==> src/rtl/fetch_pkg.sv <==
// Shared constants, FSM state type and IF/ID payload for the instruction-fetch stage.
package fetch_pkg;

  localparam int unsigned PC_W   = 32;
  localparam int unsigned INST_W = 32;
  localparam int unsigned CNT_W  = 32;

  localparam logic [INST_W-1:0] NOP_INST = 32'h0000_0013;
  localparam logic [PC_W-1:0]   RESET_PC = '0;

  typedef enum logic {
    RUN  = 1'b0,
    HALT = 1'b1
  } state_e;

  typedef struct packed {
    logic [PC_W-1:0]   pc;
    logic [INST_W-1:0] inst;
    logic              valid;
  } if_id_t;

  // Empty IF/ID slot seen by decode after reset, flush or halt.
  function automatic if_id_t if_id_bubble();
    if_id_t b;
    b.pc    = '0;
    b.inst  = NOP_INST;
    b.valid = 1'b0;
    return b;
  endfunction

endpackage

==> src/rtl/fetch_stage_if_id_reg.sv <==
// IF/ID pipeline register: reset and flush insert a bubble, load captures, otherwise hold.
module if_id_reg
  import fetch_pkg::*;
(
  input  logic   clk,
  input  logic   rst,
  input  logic   i_load,
  input  logic   i_flush,
  input  if_id_t i_d,
  output if_id_t o_q
);

  if_id_t r_q;

  always_ff @(posedge clk) begin
    if (rst || i_flush) begin
      r_q <= if_id_bubble();
    end else if (i_load) begin
      r_q <= i_d;
    end
  end

  assign o_q = r_q;

endmodule

==> src/rtl/fetch_stage.sv <==
// Instruction-fetch stage: owns the PC, drives imem, fills IF/ID, handles stall/redirect/halt.
module fetch_stage
  import fetch_pkg::*;
#(
  parameter logic [PC_W-1:0] PC_LIMIT = PC_W'(1024)
) (
  input  logic              clk,
  input  logic              rst,
  input  logic              stall,
  input  logic              redirect,
  input  logic [PC_W-1:0]   redirect_pc,
  output logic [PC_W-1:0]   imem_pc,
  input  logic [INST_W-1:0] imem_inst,
  output logic [PC_W-1:0]   id_pc,
  output logic [INST_W-1:0] id_inst,
  output logic              id_valid,
  output logic              halted,
  output logic              misalign_err,
  output logic [CNT_W-1:0]  fetch_cnt
);

  state_e            r_state, w_state_nxt;
  logic [PC_W-1:0]   r_pc, w_pc_nxt;
  logic              r_misalign, w_misalign_nxt;
  logic [CNT_W-1:0]  r_fetch_cnt, w_fetch_cnt_nxt;
  logic              w_load, w_flush;
  if_id_t            w_if_id_d, w_if_id_q;

  // State and PC registers.
  always_ff @(posedge clk) begin
    if (rst) begin
      r_state     <= RUN;
      r_pc        <= RESET_PC;
      r_misalign  <= 1'b0;
      r_fetch_cnt <= '0;
    end else begin
      r_state     <= w_state_nxt;
      r_pc        <= w_pc_nxt;
      r_misalign  <= w_misalign_nxt;
      r_fetch_cnt <= w_fetch_cnt_nxt;
    end
  end

  // Next-state: redirect beats stall, stall beats normal fetch.
  always_comb begin
    w_state_nxt     = r_state;
    w_pc_nxt        = r_pc;
    w_misalign_nxt  = r_misalign;
    w_fetch_cnt_nxt = r_fetch_cnt;
    w_load          = 1'b0;
    w_flush         = 1'b0;

    if (redirect) begin
      w_pc_nxt    = {redirect_pc[PC_W-1:2], 2'b00};
      w_flush     = 1'b1;
      w_state_nxt = RUN;
      if (redirect_pc[1:0] != 2'b00) begin
        w_misalign_nxt = 1'b1;
      end
    end else if (!stall) begin
      case (r_state)
        RUN: begin
          w_load          = 1'b1;
          w_fetch_cnt_nxt = r_fetch_cnt + CNT_W'(1);
          if (r_pc == PC_LIMIT) begin
            w_state_nxt = HALT;
          end else begin
            w_pc_nxt = r_pc + PC_W'(4);
          end
        end
        HALT: begin
          w_flush = 1'b1;
        end
        default: begin
          w_state_nxt = RUN;
        end
      endcase
    end
  end

  assign w_if_id_d = '{pc: r_pc, inst: imem_inst, valid: 1'b1};

  if_id_reg u_if_id (
    .clk     (clk),
    .rst     (rst),
    .i_load  (w_load),
    .i_flush (w_flush),
    .i_d     (w_if_id_d),
    .o_q     (w_if_id_q)
  );

  assign imem_pc      = r_pc;
  assign id_pc        = w_if_id_q.pc;
  assign id_inst      = w_if_id_q.inst;
  assign id_valid     = w_if_id_q.valid;
  assign halted       = (r_state == HALT);
  assign misalign_err = r_misalign;
  assign fetch_cnt    = r_fetch_cnt;

endmodule

==> config.mk <==
export PLATFORM = sky130hd
export DESIGN_NAME = fetch_stage
export DESIGN_NICKNAME = d
export VERILOG_FILES = /design/src/rtl/fetch_pkg.sv /design/src/rtl/fetch_stage_if_id_reg.sv /design/src/rtl/fetch_stage.sv
export SDC_FILE = /design/constraint.sdc
export NUM_CORES = 1
export LEC_CHECK = 0
export CAP_MARGIN = 20
export CELL_PAD_IN_SITES_DETAIL_PLACEMENT = 1
export CELL_PAD_IN_SITES_GLOBAL_PLACEMENT = 1
export CORE_MARGIN = 1
export CORE_UTILIZATION = 40
export DETAILED_ROUTE_END_ITERATION = 10
export DONT_BUFFER_PORTS = 1
export HOLD_SLACK_MARGIN = 0.02
export PLACE_DENSITY = 0.77
export SYNTH_ARGS = -nofsm -noshare
export SYNTH_HDL_FRONTEND = slang
export SYNTH_HIERARCHICAL = 1
export SYNTH_SLANG_ARGS = --single-unit
==> constraint.sdc <==
create_clock -name clk -period 2.6 [get_ports clk]
set_clock_uncertainty 0.15 [all_clocks]
set_input_delay 0.39 -clock clk [delete_from_list [all_inputs] [get_ports clk]]
set_output_delay 0.39 -clock clk [all_outputs]
set_load 0.02 [all_outputs]
==> images/met1.png <==
Bar = 20 um. Supply wires on this layer in gray.
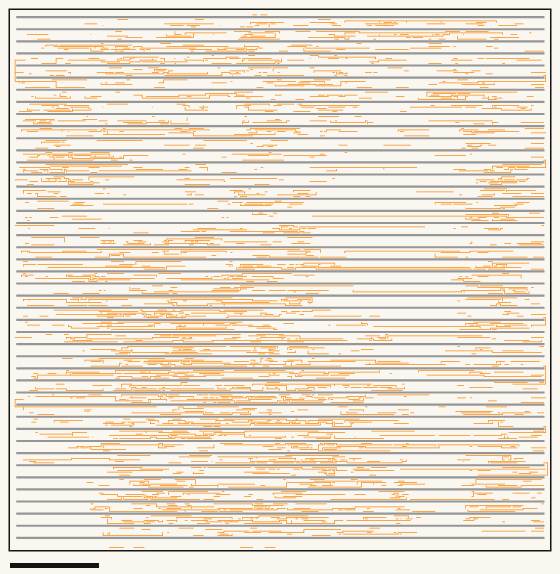
The layer carries 7,780 um of wire. 719 nets have wire on it. The layer holds 43% of the routed length.
global-route met1 utilization: 29.14%
final wirelength: 18,300 um
total via count in the routed design: 5,013

==> images/met2.png <==
Bar = 20 um.
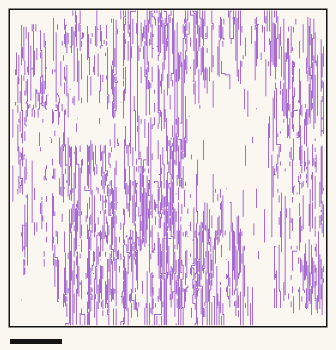
698 nets have wire on it. The layer carries 8,960 um of wire.
GR Layer Usage met2: 43.71%

==> summary.txt <==
The full implementation flow was run.

The run finished with clean final reports. Across all register-to-register paths, the minimum setup slack is 210 ps. From synthesis to final layout, the design area changed by 25.35%. For hold timing, the worst endpoint is imem_pc[9]$_SDFFE_PP0P_. The switching power as a share of total power stands at 23.82%. The share of the clock period used by the worst path after layout stands at about nine tenths. Global routing put the most usage on met2. The final timing report gives a worst setup slack of approximately 210 ps. Per the hold report, the tightest min-delay path originates at redirect. The area occupied by multi-input gates stands at 0.002849 mm^2. The sequential share of power stands at 43.9%. The number of levels in the clock H-tree stands at 4. According to the floorplan report, the die width is 121.3 um. The instance count of the mapped netlist stands at 626. The final standard cell utilization of the core stands at 51.39%. Endpoints failing hold in the final report were tallied at 0. The number of distinct library cell variants in the gate-level netlist after synthesis stands at approximately 56.

The detailed placer reported the number of placed instances as 807. The initial antenna violation count was 0. Fill cells in the final layout number ~1,600. The post-route antenna net violation count stands at 0. Per STA, the endpoint of the critical path is imem_pc[4]$_SDFFE_PP0P_.

The transition time recorded at the tightest slew-check pin is 559.0 ps. Post-synth the commonest register cell is dfxtp_1. The area taken by sequential standard cells is reported as 0.002582 mm^2. The most critical hold endpoint after final layout shows a slack of approximately 35 ps. After detailed routing, the met2 layer carries 8958 um of wire.

In this run the worst setup path begins at imem_pc[24]$_SDFFE_PP0P_. The number of clock buffers inserted by TritonCTS stands at 17. The routed length per placed instance stands at 20.54 um.

Synthesis inferred 129 register bits. The count of cells along the worst hold path stands at 3. The count of buffers inserted at the top-level ports stands at 0. In the layout the commonest cells are dfxtp_1, nor2_1, mux2i_1, dlygate4sd3_1. The total number of warnings across the stage logs stands at 28. The share of the core area taken by cells at floorplan is 41.00%. The capture point of the worst register-to-register path is recorded as imem_pc[4]$_SDFFE_PP0P_. Detailed-route iteration 0 reported a violation count of between 200 and 250. In this run the full chip footprint comes out at about 0.015 mm^2.

The headroom to the max-slew limit stands at 62.73%. Row generation in the floorplan step produced 43 rows. The combinational power reported by the tool is 419 uW. The design draws 4877 uW. The final tally of setup violations stands at 0. The core area stands at 0.01388 mm^2. Per the Yosys statistics, synthesis produced roughly 630 cells. The post-layout net count stands at 771. The setup total negative slack stands at 0 ps.

For this design the static power due to leakage is between 0.002 and 0.003 uW. The post-synth tally of flip-flops with integrated enable stands at 0. In this run the maximum-capacitance check reported violations numbering 0. Summed over all nets, the switching power comes to 1162 uW. The max-slew violation total from the final report stands at 0. The area of the mapped netlist stands at 0.005690 mm^2. The warning tally printed by Yosys for this design is 6. The die height stands at 121.3 um. The data arrival time of the critical path stands at 2520 ps. Clock latency on the worst-skew pair, taken at its later pin, is 410 ps. Per the cell usage report, the commonest logic cell in the layout is dfxtp_1. The total cell area reported by yosys after synthesis stands at around 0.0057 mm^2. The portion of the post-synthesis area used by sequential elements stands at 45.38%.

The longest clock path from root to sink contains 2 buffers. The power per unit of standard cell area stands at approximately 680 mW/mm^2. The number of cells on the worst reg-to-reg path stands at 6. Across the VDD grid, the largest voltage drop is 460.2 uV. The worst setup path is launched from a flip-flop. Leaving out filler cells and counting taps, the final layout contains 891. TritonCTS built the clock tree.

The pre-CTS setup check shows a worst slack of around 280 ps. Once detailed placement completed, the half-perimeter wirelength came to 12,210 um. The minimum period implied by the final worst setup slack stands at around 2400 ps. RePlAce ended its routability-driven mode at a weighted congestion of 0.8300. The pre-antenna-repair detailed-routing pass consisted of 4 iterations.

The final routed DRC violation total stands at 0. The power consumed by sequential cells stands at 2140 uW. After synthesis, the mean cell area works out to 9.090 um^2.

Clock tree synthesis selected as its root buffer the cell clkbuf_16. For this run the aggregate overflow at the end of global routing stands at 0.
==> images/met3.png <==
Cells faint in the background.
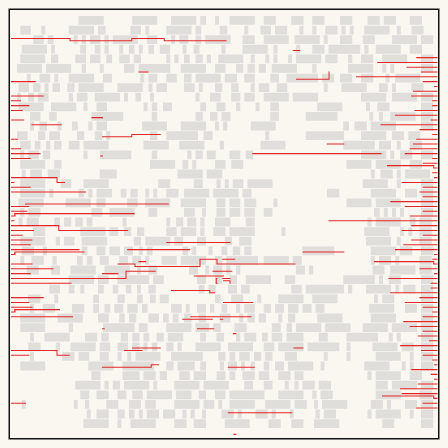
The longest straight run is 40.5 um. 130 nets have wire on it.
met3 Usage GRT: 7.284%

==> images/met4.png <==
Bar = 20 um. Supply wires on this layer in gray.
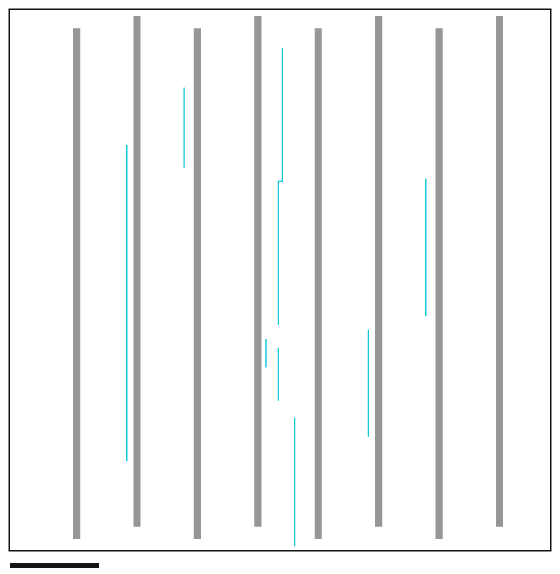
The layer carries 252 um of wire. The longest straight run is 70.7 um.

## cell families (layout without fill, tap and decap cells)
logic type      Yosys count  in the layout  synth area share (%)
compound gates           65             65                 7.652
fa+ha+maj                 3              3                0.6597
xor+xnor                 43             43                 6.618
mux                      67             67                 11.79
flops                   129            129                 45.38
simple gates            263            263                 23.02
other cells               2              5                0.1320
buf+inv                  54            136                 4.749
## worst max-delay path: stages (launching register included)
cell and delay, ps:
dfxtp_1 430, nor4_1 530, nand4_1 270, o21ai_1 300
buf_4 220, nor4bb_1 60, a2111oi_0 300
## registers in the layout (all words and copies together), names as in the netlist
| signal | flops |
|---|---|
| halted | 1 |
| u_if_id/o_q | 65 |
| imem_pc | 30 |
| misalign_err | 1 |
| fetch_cnt | 32 |
## Yosys cell counts (11+ instances only)
cell type	instances	area (um^2)
o21ai_0	12	60.06
mux2i_1	67	670.6
nand3_1	17	85.08
nor3_1	13	65.06
nand2_1	35	131.4
inv_1	15	56.30
a211oi_1	11	82.58
xor2_1	15	131.4
nand4_1	16	100.1
clkbuf_1	19	71.32
dfxtp_1	129	2582
a21oi_1	14	70.07
xnor2_1	28	245.2
nor4_1	20	125.1
and4_1	11	96.34
nor2_1	114	427.9
## repair_timing
item | CTS | global route
endpoints found under the setup margin | 0 | 1
endpoints found under the hold margin | 95 | 0
hold buffers | 54 | 0
gates resized | 0 | 1
## layout make-up
| class | count | area share (%) |
|---|---|---|
| Multi-Input combinational cell | 446 | 39.94 |
| Sequential cell | 129 | 36.20 |
| Timing Repair Buffer | 90 | 11.79 |
| Clock buffer | 25 | 6.946 |
| Tap cell | 180 | 3.157 |
| Clock inverter | 5 | 1.088 |
| Inverter | 16 | 0.8770 |
Power figures rest on the tool's default switching activity, not on a simulated workload.
